[config.mk]
export PLATFORM = sky130hd
export DESIGN_NAME = sd_to_binary_serial
export DESIGN_NICKNAME = d
export VERILOG_FILES = /design/src/rtl/sd_to_binary_serial_pkg.sv /design/src/rtl/sd_to_binary_serial_sd_digit_sub.sv /design/src/rtl/sd_to_binary_serial.sv
export SDC_FILE = /design/constraint.sdc
export NUM_CORES = 1
export LEC_CHECK = 0
export CORE_MARGIN = 4
export CORE_UTILIZATION = 45
export DETAILED_ROUTE_END_ITERATION = 16
export PLACE_DENSITY = 0.74
export SLEW_MARGIN = 20
export SYNTH_ARGS = -nofsm -noshare
export SYNTH_HDL_FRONTEND = slang
export SYNTH_SLANG_ARGS = --single-unit
export TNS_END_PERCENT = 1
[constraint.sdc]
create_clock -name clk -period 1.6 [get_ports clk]
set_input_delay 0.24 -clock clk [delete_from_list [all_inputs] [get_ports clk]]
set_output_delay 0.24 -clock clk [all_outputs]
set_load 0.01 [all_outputs]
[src/rtl/sd_to_binary_serial_pkg.sv]
// Shared definitions for the serial signed-digit to binary converter:
// FSM state encodings, signed-digit encodings and the default width.
package sd_to_binary_serial_pkg;

  localparam int DEFAULT_WIDTH = 8;

  // FSM state encodings
  localparam logic [1:0] ST_IDLE = 2'b00;
  localparam logic [1:0] ST_CONV = 2'b01;
  localparam logic [1:0] ST_DONE = 2'b10;

  // Signed-digit encodings, written as {pos, neg}
  localparam logic [1:0] SD_ZERO    = 2'b00;
  localparam logic [1:0] SD_POS     = 2'b10;
  localparam logic [1:0] SD_NEG     = 2'b01;
  localparam logic [1:0] SD_ILLEGAL = 2'b11;

  // An illegal digit (both bits set) is treated as zero arithmetically.
  function automatic logic [1:0] sd_legalize(input logic [1:0] digit);
    return (digit == SD_ILLEGAL) ? SD_ZERO : digit;
  endfunction

endpackage

[src/rtl/sd_to_binary_serial_sd_digit_sub.sv]
// One-digit p - n - b subtractor used to fold a signed digit and the
// running borrow into one result bit and the next borrow.
module sd_digit_sub (
  input  logic p_i,
  input  logic n_i,
  input  logic b_i,
  output logic r_o,
  output logic b_o
);

  assign r_o = p_i ^ n_i ^ b_i;
  assign b_o = (~p_i & n_i) | (~p_i & b_i) | (n_i & b_i);

endmodule

[src/rtl/sd_to_binary_serial.sv]
// Serial signed-digit to two's-complement converter. An accepted operand
// is walked LSB first, one digit per clock, through a single digit
// subtractor; the final borrow becomes the sign bit of the result.
module sd_to_binary_serial
  import sd_to_binary_serial_pkg::*;
#(
  parameter int WIDTH = DEFAULT_WIDTH
) (
  input  logic             clk,
  input  logic             rst,
  input  logic             in_valid,
  output logic             in_ready,
  input  logic [WIDTH-1:0] in_pos,
  input  logic [WIDTH-1:0] in_neg,
  output logic             out_valid,
  input  logic             out_ready,
  output logic [WIDTH:0]   out_value,
  output logic             out_err,
  output logic             busy
);

  localparam int            CW       = (WIDTH > 1) ? $clog2(WIDTH) : 1;
  localparam logic [CW-1:0] LAST_IDX = CW'(WIDTH - 1);

  logic [1:0]       state_q, state_d;
  logic [CW-1:0]    idx_q, idx_d;
  logic             borrow_q, borrow_d;
  logic [WIDTH-1:0] pos_q, pos_d;
  logic [WIDTH-1:0] neg_q, neg_d;
  logic [WIDTH-1:0] res_q, res_d;
  logic             err_q, err_d;

  logic [1:0] digit;
  logic       digit_illegal;
  logic       r_bit;
  logic       b_next;

  // Current digit always sits in bit 0 of the shifting operand registers.
  assign digit         = sd_legalize({pos_q[0], neg_q[0]});
  assign digit_illegal = ({pos_q[0], neg_q[0]} == SD_ILLEGAL);

  sd_digit_sub u_digit (
    .p_i (digit[1]),
    .n_i (digit[0]),
    .b_i (borrow_q),
    .r_o (r_bit),
    .b_o (b_next)
  );

  // Next-state logic: capture in IDLE, one digit per clock in CONV, hold in DONE.
  always_comb begin
    state_d  = state_q;
    idx_d    = idx_q;
    borrow_d = borrow_q;
    pos_d    = pos_q;
    neg_d    = neg_q;
    res_d    = res_q;
    err_d    = err_q;
    case (state_q)
      ST_IDLE: begin
        if (in_valid) begin
          pos_d    = in_pos;
          neg_d    = in_neg;
          idx_d    = '0;
          borrow_d = 1'b0;
          res_d    = '0;
          err_d    = 1'b0;
          state_d  = ST_CONV;
        end
      end
      ST_CONV: begin
        // Result bits enter at the top and reach their final position
        // after WIDTH shifts.
        res_d    = {r_bit, res_q[WIDTH-1:1]};
        borrow_d = b_next;
        err_d    = err_q | digit_illegal;
        pos_d    = pos_q >> 1;
        neg_d    = neg_q >> 1;
        idx_d    = idx_q + 1'b1;
        if (idx_q == LAST_IDX) begin
          idx_d   = '0;
          state_d = ST_DONE;
        end
      end
      ST_DONE: begin
        if (out_ready) begin
          state_d = ST_IDLE;
        end
      end
      default: state_d = ST_IDLE;
    endcase
  end

  // State registers with asynchronous reset.
  always_ff @(posedge clk or posedge rst) begin
    if (rst) begin
      state_q  <= ST_IDLE;
      idx_q    <= '0;
      borrow_q <= 1'b0;
      pos_q    <= '0;
      neg_q    <= '0;
      res_q    <= '0;
      err_q    <= 1'b0;
    end else begin
      state_q  <= state_d;
      idx_q    <= idx_d;
      borrow_q <= borrow_d;
      pos_q    <= pos_d;
      neg_q    <= neg_d;
      res_q    <= res_d;
      err_q    <= err_d;
    end
  end

  assign in_ready  = (state_q == ST_IDLE);
  assign out_valid = (state_q == ST_DONE);
  assign busy      = (state_q == ST_CONV) || (state_q == ST_DONE);
  assign out_value = {borrow_q, res_q};
  assign out_err   = err_q;

endmodule
**Nets reached from selected ports**

Drawn at 8 px/µm.
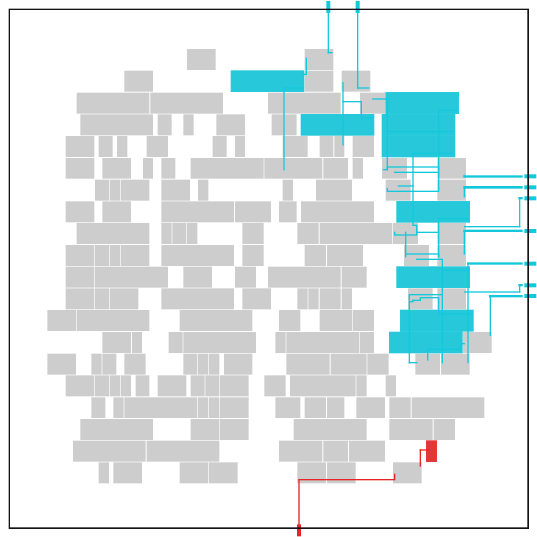
`out_value`: drawn in cyan, bits 9, direction output, edge 7 east, 2 north, end cells 9, buffers 9, wire 258 µm. `rst`: drawn in red, bits 1, direction input, edge south, end cells 1, buffers 1, wire 21.4 µm.
count of boundary I/O pins: 33
number of port buffers: 32

==> run_results.csv <==
group,metric,value,unit
status,status,"finished, final reports clean",
placed_design,routabilityCongestion,0.687,
global_route,grt_start_max_net_pins,32,
synthesis,top_cells_by_count,"sky130_fd_sc_hd__dfrtp_1, sky130_fd_sc_hd__nand2_1, sky130_fd_sc_hd__o21ai_0",
global_route,gr-total-overflow,0,
global_route,globalRouteMet3Util,4.51,%
clock_network,clock_sink_count,31,
synthesis,logic_family,"AND-OR/OR-AND gates",
synthesis,ys.flops,31,
power,internal-power,2200,µW
clock_network,cts.repair_timing.setup_buffer_count,1,
route,met2_wirelength,1.36,mm
power,powerClk,430,µW
run,log.warning_count,31,
global_route,grtUsageMet2,27.2,%
power,power_combinational,1770,µW
power,vdd_drop_max,0.830,mV
synthesis,flop_cell,"sky130_fd_sc_hd__dfrtp_1",
global_route,grt.busiest_layer,"met2",
final_timing,timing.setup.tns,0,ns
finish,buf_share,20.2,%
finish,clock_tree_area_fraction,2.63,%
finish,area.share.sequential,40.8,%
final_timing,setup_viol,0,
power,clockPowerShare,12.2,%
clock_network,clock_tree_root,"sky130_fd_sc_hd__clkbuf_4",
synthesis,netlist-cell-type-count,22,
finish,final_cell_count_without_fillers,209,
**Wire density map**

Drawn at 6 px/µm. 13 x 13 tiles, from white (low) to dark blue (high), scaled to the fullest tile. Values are wire area over tile area, all layers added.
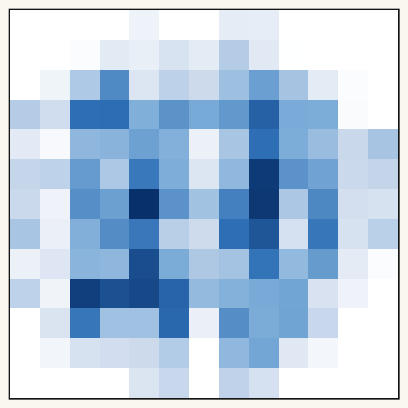
The mean over all tiles is 0.10. The densest ninth of the die: centre. 23% of the tiles are nearly empty. 23% of the tiles are over half the peak. The fullest tile reaches 0.34.
routed wirelength normalized by instance count: 13.1 µm
total number of vias: 1032
gr usage total: 15.4%
total length of routed wires: 2.74 mm

Power and IR drop assume default switching activity.
